$ cat src/rtl/arith_seq_pkg.sv
// Shared types and constants for the add/sub unit sequencer.
package arith_seq_pkg;

    localparam int DEFAULT_WIDTH         = 4;
    localparam int DEFAULT_SETTLE_CYCLES = 3;

    localparam logic [1:0] OP_ADD  = 2'b00;
    localparam logic [1:0] OP_SUB  = 2'b01;
    localparam logic [1:0] OP_PASS = 2'b10;
    localparam logic [1:0] OP_INC  = 2'b11;

    typedef enum logic [1:0] {
        IDLE   = 2'b00,
        SETTLE = 2'b01,
        RESP   = 2'b10
    } state_t;

    // Two's-complement overflow: operands agree in sign, result does not.
    function automatic logic ovf_of(input logic a_msb, input logic y_msb, input logic d_msb);
        return (a_msb == y_msb) && (d_msb != a_msb);
    endfunction

endpackage

$ cat src/rtl/arith_ref_model.sv
// Combinational reference for the add/sub unit: d = a + y + cin, y picked by op.
import arith_seq_pkg::*;

module arith_ref_model #(
    parameter int WIDTH = DEFAULT_WIDTH
) (
    input  logic [WIDTH-1:0] a,
    input  logic [WIDTH-1:0] b,
    input  logic [1:0]       op,
    input  logic             cin,
    output logic             y_msb,
    output logic [WIDTH-1:0] d,
    output logic             cout
);

    logic [WIDTH-1:0] y;
    logic [WIDTH:0]   sum;

    // Select the second operand, then add at WIDTH+1 bits so the carry is kept.
    always_comb begin
        y = b;
        unique case (op)
            OP_ADD:  y = b;
            OP_SUB:  y = ~b;
            OP_PASS: y = '0;
            OP_INC:  y = '1;
            default: y = b;
        endcase
        sum   = {1'b0, a} + {1'b0, y} + {{WIDTH{1'b0}}, cin};
        y_msb = y[WIDTH-1];
        d     = sum[WIDTH-1:0];
        cout  = sum[WIDTH];
    end

endmodule

$ cat src/rtl/arith_op_sequencer.sv
// Drives the add/sub unit from registers, waits for the ripple to settle,
// captures the result and hands it back with flags and a self-check bit.
//
// state  | meaning
// IDLE   | ready for a request; au_* hold the last operands
// SETTLE | operands driven, counting down the ripple settle time
// RESP   | result captured and presented until the consumer takes it
import arith_seq_pkg::*;

module arith_op_sequencer #(
    parameter int WIDTH         = DEFAULT_WIDTH,
    parameter int SETTLE_CYCLES = DEFAULT_SETTLE_CYCLES
) (
    input  logic             clk,
    input  logic             rst,
    input  logic             req_valid,
    output logic             req_ready,
    input  logic [WIDTH-1:0] req_a,
    input  logic [WIDTH-1:0] req_b,
    input  logic [1:0]       req_op,
    input  logic             req_cin,
    output logic [WIDTH-1:0] au_a,
    output logic [WIDTH-1:0] au_b,
    output logic [1:0]       au_s,
    output logic             au_cin,
    input  logic [WIDTH-1:0] au_d,
    input  logic             au_cout,
    output logic             rsp_valid,
    input  logic             rsp_ready,
    output logic [WIDTH-1:0] rsp_d,
    output logic             rsp_cout,
    output logic             rsp_zero,
    output logic             rsp_ovf,
    output logic             rsp_mismatch,
    output logic             busy
);

    localparam int CNT_W = (SETTLE_CYCLES > 1) ? $clog2(SETTLE_CYCLES) : 1;

    state_t           state;
    logic [CNT_W-1:0] settle_cnt;

    logic             ref_y_msb;
    logic [WIDTH-1:0] ref_d;
    logic             ref_cout;

    // Reference runs off the registered operands so it sees exactly what the unit sees.
    arith_ref_model #(.WIDTH(WIDTH)) u_ref (
        .a     (au_a),
        .b     (au_b),
        .op    (au_s),
        .cin   (au_cin),
        .y_msb (ref_y_msb),
        .d     (ref_d),
        .cout  (ref_cout)
    );

    // Handshake status is a pure decode of the state register.
    assign req_ready = (state == IDLE);
    assign busy      = (state != IDLE);

    // Sequencer FSM with all operand and response registers.
    always_ff @(posedge clk) begin
        if (rst) begin
            state        <= IDLE;
            settle_cnt   <= '0;
            au_a         <= '0;
            au_b         <= '0;
            au_s         <= '0;
            au_cin       <= 1'b0;
            rsp_valid    <= 1'b0;
            rsp_d        <= '0;
            rsp_cout     <= 1'b0;
            rsp_zero     <= 1'b0;
            rsp_ovf      <= 1'b0;
            rsp_mismatch <= 1'b0;
        end else begin
            unique case (state)
                IDLE: begin
                    if (req_valid) begin
                        au_a       <= req_a;
                        au_b       <= req_b;
                        au_s       <= req_op;
                        au_cin     <= req_cin;
                        settle_cnt <= CNT_W'(SETTLE_CYCLES - 1);
                        state      <= SETTLE;
                    end
                end
                SETTLE: begin
                    if (settle_cnt == '0) begin
                        rsp_d        <= au_d;
                        rsp_cout     <= au_cout;
                        rsp_zero     <= (au_d == '0);
                        rsp_ovf      <= ovf_of(au_a[WIDTH-1], ref_y_msb, au_d[WIDTH-1]);
                        rsp_mismatch <= ({au_cout, au_d} != {ref_cout, ref_d});
                        rsp_valid    <= 1'b1;
                        state        <= RESP;
                    end else begin
                        settle_cnt <= settle_cnt - CNT_W'(1);
                    end
                end
                RESP: begin
                    if (rsp_ready) begin
                        rsp_valid <= 1'b0;
                        state     <= IDLE;
                    end
                end
                default: state <= IDLE;
            endcase
        end
    end

endmodule

$ cat config.mk
export PLATFORM = sky130hd
export DESIGN_NAME = arith_op_sequencer
export DESIGN_NICKNAME = d
export VERILOG_FILES = /design/src/rtl/arith_seq_pkg.sv /design/src/rtl/arith_ref_model.sv /design/src/rtl/arith_op_sequencer.sv
export SDC_FILE = /design/constraint.sdc
export NUM_CORES = 1
export LEC_CHECK = 0
export CORE_UTILIZATION = 25
export DETAILED_ROUTE_END_ITERATION = 8
export HOLD_SLACK_MARGIN = 0.05
export PLACE_DENSITY_LB_ADDON = 0.08
export SLEW_MARGIN = 20
export SYNTH_ARGS = -nofsm -noshare
export SYNTH_HDL_FRONTEND = slang
export SYNTH_SLANG_ARGS = --single-unit
$ cat constraint.sdc
create_clock -name clk -period 2.95 [get_ports clk]
set_input_delay 0.59 -clock clk [delete_from_list [all_inputs] [get_ports clk]]
set_output_delay 0.59 -clock clk [all_outputs]
set_load 0.05 [all_outputs]
**Drive-strength map**

Drawn at 4 px/um.
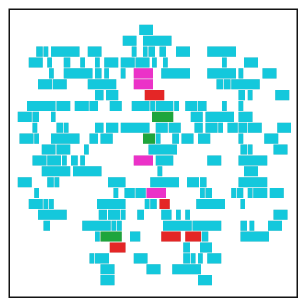
Cyan shows drive 1 or less, cells 172, share 93%, most used clkdlybuf4s50_1. Red shows drive 3 to 4, cells 5, share 2.7%, most used nor2b_4. Green shows drive 2, cells 3, share 1.6%, most used a221oi_2. Magenta shows drive 6 and up, cells 4, share 2.2%, most used clkbuf_8.

==> results.py <==
# Generated from Yosys and OpenROAD reports
metrics = {
    "clock_tree": {
        "cts_max_level": 1,
        "post_cts_resized": 0,
        "cts_root_buf": "clkbuf_8",
        "cts_setup_buffers": 0,
    },
    "placement": {
        "portBuffers": 41,
        "dpl.hpwl_um": 2210,
    },
    "setup_path": {
        "reg2reg_from": "au_b[0]$_SDFFE_PP0P_",
        "crit_start": "state[0]$_SDFFE_PP0P_",
        "required_ns": 2.36,
        "crit_end": "busy",
    },
    "run_status": {
        "status": "completed",
    },
    "final_timing": {
        "slew_headroom": 0.659,
    },
    "logic_synthesis": {
        "synth-adder-area-share": 0.0744,
        "simple_gate_area_frac": 0.229,
        "synth_flops": 24,
        "syn-cell-area_mm2": 0.00121,
        "floorplan.nets": 170,
    },
    "detailed_routing": {
        "first_pass_iters": 4,
    },
    "hold_path": {
        "min_path_type": "flip-flop to flip-flop",
    },
    "global_route": {
        "grt_use_met2": 0.197,
    },
}
**Clock nets**

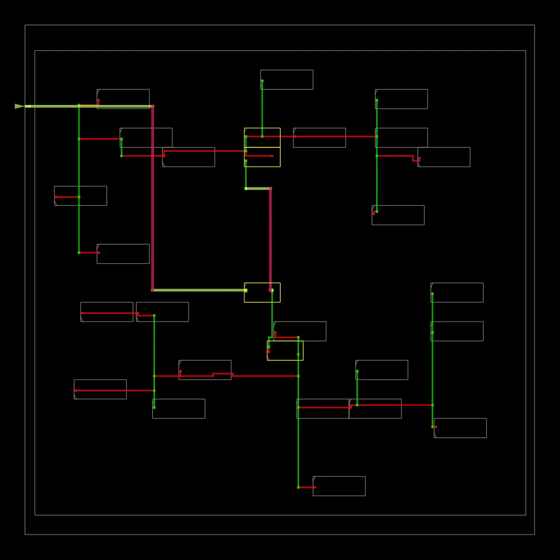
CTS Sinks: 24
CTS buffer count: 3
Flops: 24
P_clk: 0.223 mW
clock buffers: 4

layout make-up:
| type | count | area (um^2) |
|---|---|---|
| fillers | 484 | 2790 |
| multi-input cells | 106 | 667 |
| flip-flops and latches | 24 | 480 |
| repair buffers | 42 | 418 |
| well taps | 52 | 65.1 |
| clock buffers | 4 | 55.1 |
| inverters | 8 | 30.0 |
cell usage after synthesis:
master    number  area share
a21o_2         1      0.0072
clkbuf_1       3      0.0093
a31oi_1        1      0.0052
and2_1         1      0.0052
o21ai_0        1      0.0041
xor2_1         2       0.014
inv_1          8       0.025
nor2_4         1      0.0093
a21o_1         1      0.0062
dfxtp_1       24        0.40
ha_1           4       0.041
or3b_1         1      0.0072
buf_4          3       0.019
a22o_1         1      0.0072
a21oi_1       21       0.087
nor2b_4        2       0.023
nand2_1       38        0.12
nand2b_1       3       0.015
nor2_1         4       0.012
nor2b_1        1      0.0052
nand2_4        1      0.0093
a221oi_2       2       0.025
a22oi_1        1      0.0062
xnor2_1       10       0.072
fa_1           2       0.033
nor4_1         2       0.010
nor3b_1        1      0.0062
o21bai_1       2       0.012
nor3_1         2      0.0083
where the power goes:
| part | internal [mW] | switching [mW] |
|---|---|---|
| combinational | 0.143 | 0.201 |
| clock | 0.119 | 0.104 |
| sequential | 0.351 | 0.0267 |
| total | 0.613 | 0.332 |
through the flow:
stage / cells / hold slack, ns
final: 236 / 0.455
after global routing: 236 / 0.476
after CTS: 236 / 0.458
after detailed placement: 232 / 0.445
after global placement: 232 / 0.437
after floorplan: 144 / 0.464
flip-flops by register name, indices dropped and copies added, names as in the netlist:
signal / cells
rsp_mismatch: 1
rsp_valid: 1
rsp_zero: 1
au_b: 4
rsp_ovf: 1
au_s: 2
rsp_d: 4
state: 2
rsp_cout: 1
settle_cnt: 2
au_cin: 1
au_a: 4
Power and IR drop assume default switching activity.
